==> config.mk <==
export PLATFORM = sky130hd
export DESIGN_NAME = max_hex_display
export DESIGN_NICKNAME = d
export VERILOG_FILES = /design/src/rtl/max_hex_display.sv
export SDC_FILE = /design/constraint.sdc
export NUM_CORES = 1
export LEC_CHECK = 0
export CAP_MARGIN = 20
export CORE_ASPECT_RATIO = 0.5
export CORE_MARGIN = 1
export CORE_UTILIZATION = 54
export DETAILED_ROUTE_END_ITERATION = 10
export PLACE_DENSITY = 0.9
export SLEW_MARGIN = 0
export SYNTH_ARGS = -nofsm -noshare
export SYNTH_HDL_FRONTEND = slang
export SYNTH_SLANG_ARGS = --single-unit
export TNS_END_PERCENT = 10
==> constraint.sdc <==
create_clock -name mclk -period 2.6 [get_ports mclk]
set_input_delay 0.26 -clock mclk [delete_from_list [all_inputs] [get_ports mclk]]
set_output_delay 0.26 -clock mclk [all_outputs]
set_load 0.005 [all_outputs]
==> src/rtl/max_hex_display.sv <==
// Shows the last findMax result on a 4-digit multiplexed 7-segment display.
// Digits are scanned with a blank window at the start of each slot to hide ghosting.
module max_hex_display #(
   parameter int DIGIT_CYCLES = 50000,
   parameter int BLANK_CYCLES = 500
) (
   input  logic        mclk,
   input  logic        rst_n,
   input  logic        start,
   input  logic        done,
   input  logic [15:0] max,
   output logic [3:0]  an,
   output logic [6:0]  seg,
   output logic        dp,
   output logic        have_res
);

   localparam int CW = (DIGIT_CYCLES > 2) ? $clog2(DIGIT_CYCLES) : 1;
   localparam logic [CW-1:0] CNT_LAST  = CW'(DIGIT_CYCLES - 1);
   localparam logic [CW-1:0] CNT_BLANK = CW'(BLANK_CYCLES);

   logic          done_q;
   logic [15:0]   shadow_q, shadow_d;
   logic          have_res_q, have_res_d;
   logic          pending_q, pending_d;
   logic [CW-1:0] cnt_q, cnt_d;
   logic [1:0]    idx_q, idx_d;
   logic [3:0]    an_q, an_d;
   logic [6:0]    seg_q, seg_d;
   logic          dp_q, dp_d;

   logic          done_rise;
   logic          blank;
   logic [15:0]   shifted;

   function automatic logic [6:0] hex7(input logic [3:0] n);
      logic [6:0] s;
      case (n)
         4'h0: s = 7'h40;
         4'h1: s = 7'h79;
         4'h2: s = 7'h24;
         4'h3: s = 7'h30;
         4'h4: s = 7'h19;
         4'h5: s = 7'h12;
         4'h6: s = 7'h02;
         4'h7: s = 7'h78;
         4'h8: s = 7'h00;
         4'h9: s = 7'h10;
         4'hA: s = 7'h08;
         4'hB: s = 7'h03;
         4'hC: s = 7'h46;
         4'hD: s = 7'h21;
         4'hE: s = 7'h06;
         default: s = 7'h0E;
      endcase
      return s;
   endfunction

   always_comb begin
      done_rise  = done & ~done_q;
      shadow_d   = done_rise ? max : shadow_q;
      have_res_d = have_res_q | done_rise;
      // start has priority so a new request is flagged even on a capture cycle
      if (start)          pending_d = 1'b1;
      else if (done_rise) pending_d = 1'b0;
      else                pending_d = pending_q;

      if (cnt_q == CNT_LAST) begin
         cnt_d = '0;
         idx_d = idx_q + 2'd1;
      end else begin
         cnt_d = cnt_q + 1'b1;
         idx_d = idx_q;
      end

      blank   = (cnt_q < CNT_BLANK);
      shifted = shadow_q >> {idx_q, 2'b00};
      an_d    = blank ? 4'hF : ~(4'b0001 << idx_q);
      if (blank)           seg_d = 7'h7F;
      else if (have_res_q) seg_d = hex7(shifted[3:0]);
      else                 seg_d = 7'h3F;
      dp_d    = ~(pending_q && (idx_q == 2'd0) && !blank);
   end

   always_ff @(posedge mclk or negedge rst_n) begin
      if (!rst_n) begin
         done_q     <= 1'b0;
         shadow_q   <= '0;
         have_res_q <= 1'b0;
         pending_q  <= 1'b0;
         cnt_q      <= '0;
         idx_q      <= '0;
         an_q       <= 4'hF;
         seg_q      <= 7'h7F;
         dp_q       <= 1'b1;
      end else begin
         done_q     <= done;
         shadow_q   <= shadow_d;
         have_res_q <= have_res_d;
         pending_q  <= pending_d;
         cnt_q      <= cnt_d;
         idx_q      <= idx_d;
         an_q       <= an_d;
         seg_q      <= seg_d;
         dp_q       <= dp_d;
      end
   end

   assign an       = an_q;
   assign seg      = seg_q;
   assign dp       = dp_q;
   assign have_res = have_res_q;

endmodule

**The metal 2 layer**

Cells faint in the background.
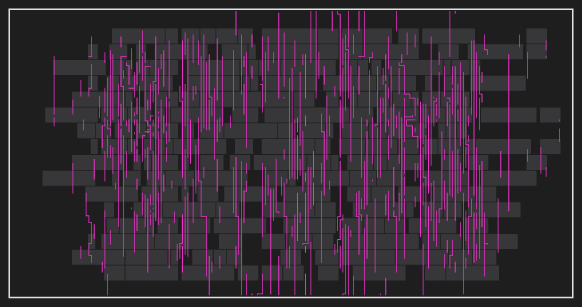
longest straight run: 26.9 um
wire length on this layer: 2340 um
nets with wire on the layer: 224
share of all routed wire: 52%
main direction: vertical

**Metal 1**

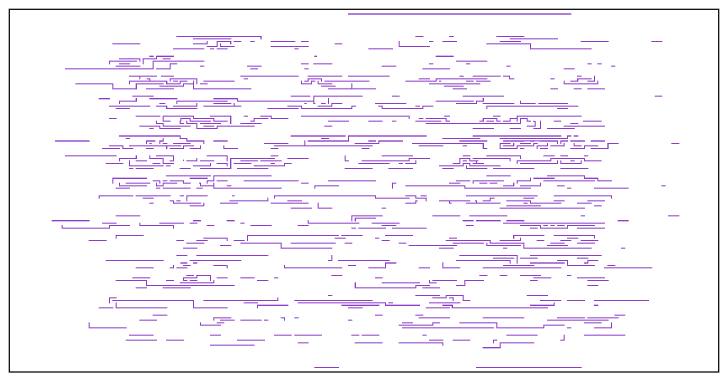
share of all routed wire: 45%
wire length on this layer: 2010 um
longest straight run: 30.4 um
nets with wire on the layer: 244

**Placement density heat map**

The die is cut into 10 by 5 equal tiles; white is low, dark blue is high, 0 to 100% covered.
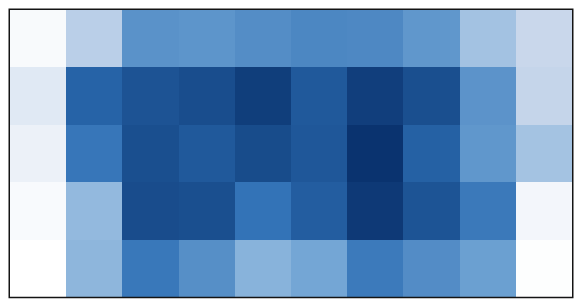
densest ninth of the die: centre
nearly empty tiles: 4.0%
mean over tiles: 59%
tiles over 75% full: 36%
fullest tile: 99%

==> CHANGELOG.md <==
## Flow update

- Max Used Layer: met4
- Worst VDD drop: 0.241 mV
- Final Instance Count excl. Fillers: 293
- Detailed router's first-iteration violation count: 80
- Final slew viol count: 0
- Count of endpoints failing hold in the final timing report: 0
- Clock sink count: 49
- Finish-stage setup viols: 0
- I/O pin count: 33
- Run status: completed
- Floorplan Utilization: 59.3%
- Total routing resource utilization after global routing: 21.0%
- Post-Route M1 WL: 2.01 mm
- Maximum number of pins on one net before global-route repair: 50
- Register bit total from synthesis: 49
- Placer Congestion: 0.837
- Post-Route Utilization: 70.9%
- Clock-pin slew reported for the worst setup and hold paths after clock tree synthesis: 90 ps
- Final worst hold slack: 348 ps
- Kind of critical path: flop to flop
- Proportion of power drawn by combinational gates: 15.4%
- Number of warnings reported in the yosys synthesis log: 0
- Final setup skew: 5.64 ps
- Most area-hungry cell type in the Yosys netlist: sky130_fd_sc_hd__dfrtp_1
- Die extent in y: 49.3 um
- Minimum clock period after layout: 2160 ps
- Hold crit path type: input pin to asynchronous set/reset pin
- Pwr per Cell Area: 516 nW/um^2
- Synth Seq Share: 51.3%
- Area of the placeable core: 4080 um^2
- Tally of max-capacitance violations: 0
- CTS Hold Buffers Added: 0
- Growth of design area from synthesis to finish: 19.7%
- OpenROAD warnings: 35
- Remaining antenna violation count: 0
- CTS tree: built
- Setup repair after global routing missed its margin: no
- Total routed wirelength: 4.50 mm
- Number of different library cells in the post-synthesis netlist: 40
- Post-synthesis cell count: 200
- Iteration tally of the first detailed-router pass: 4
- Routed met3 length: 122 um
- Total global routing overflow: 0
- Syn avg cell area: 12.1 um^2
- Dominant flop cell: sky130_fd_sc_hd__dfrtp_1
- Nets in the synthesized netlist: 232
- Count of input and output buffers: 32
[layout make-up]
| cell class | count | area [um^2] | share of cell area (%) |
|---|---|---|---|
| Tap cell | 54 | 67.6 | 2.33 |
| Multi-Input combinational cell | 132 | 1080 | 37.5 |
| Timing Repair Buffer | 38 | 375 | 13.0 |
| Clock inverter | 2 | 10.0 | 0.346 |
| Inverter | 12 | 45.0 | 1.56 |
| Clock buffer | 6 | 72.6 | 2.51 |
| Sequential cell | 49 | 1240 | 42.9 |
[Yosys cell counts (all sizes together) (2+ instances only)]
master	instances
nand4	5
a31o	2
dfstp	12
mux2	20
mux2i	6
dfrtp	37
xor2	5
xnor2	10
nor2b	3
o21ai	3
inv	12
nor2	14
a21oi	4
nand3	8
and3	2
o311ai	3
nand2	11
mux4	4
buf	7
ha	12
o211ai	2
nor4	3
nor3	5
[path summary, 6_finish.rpt]
kind	slack, ps	endpoint	cells after the start	startpoint
max	440	seg[0]	7	idx_q[0]
min reg2reg	440	dp	1	pending_q
max reg2reg	440	seg[0]	7	idx_q[0]
max in group asynchronous	1720	seg[5]	3	rst_n
min	350	cnt_q[1]	2	rst_n
min in group mclk	410	done_q	1	done
[stage by stage]
step	instance area [um^2]	worst slack, ps
3_5_place_dp	2780	465
4_1_cts	2870	438
5_1_grt	2900	317
2_1_floorplan	2420	519
6_report	2900	438
3_3_place_gp	2780	599
[cells in the final DEF (no fill, tap or decap), drive strengths merged, types with 2 or more instances in the layout]
master / count
dfrtp: 37
clkdlybuf4s50: 31
mux2: 20
nor2: 14
inv: 12
ha: 12
dfstp: 12
nand2: 11
xnor2: 10
nand3: 8
mux2i: 6
clkbuf: 6
buf: 6
nand4: 5
xor2: 5
nor3: 5
a21oi: 4
mux4: 4
nor4: 3
nor2b: 3
o21ai: 3
o311ai: 3
a31o: 2
o211ai: 2
and3: 2
clkinv: 2
[critical path: stages, from the launching register on]
cell	delay, ps
sky130_fd_sc_hd__dfrtp_1	370
sky130_fd_sc_hd__mux4_2	600
sky130_fd_sc_hd__inv_1	150
sky130_fd_sc_hd__ha_1	300
sky130_fd_sc_hd__nor2_1	70
sky130_fd_sc_hd__a221oi_1	290
sky130_fd_sc_hd__o311ai_0	170
sky130_fd_sc_hd__o211ai_1	130
[logic make-up (layout without fill, tap and decap cells)]
group                      count (synthesis)  in the layout  share of synthesized area (%)
and+or+nand+nor                           56             56                           11.6
AOI/OAI and AO/OA                         19             19                           5.95
muxes                                     30             30                           15.7
adders and majority gates                 12             12                           6.20
DFF                                       49             49                           51.3
buffers and inverters                     19             58                           3.88
xor gates and xnor gates                  15             15                           5.43
[power by group through the flow]
stage | Combinational [uW] | Clock [uW] | Sequential, uW
CTS | 226 | 443 | 830
floorplan | 159 | 0 | 833
global placement | 213 | 0 | 841
global route | 253 | 473 | 835
detailed placement | 223 | 0 | 844
finish | 230 | 433 | 831
[metal layers]
metal	global-route usage (%)	up-vias
li1	-	778
met1	24.3	814
met2	39.0	38
met3	5.59	6
met4	5.97	0
met5	0	-
Power and IR drop assume default switching activity.
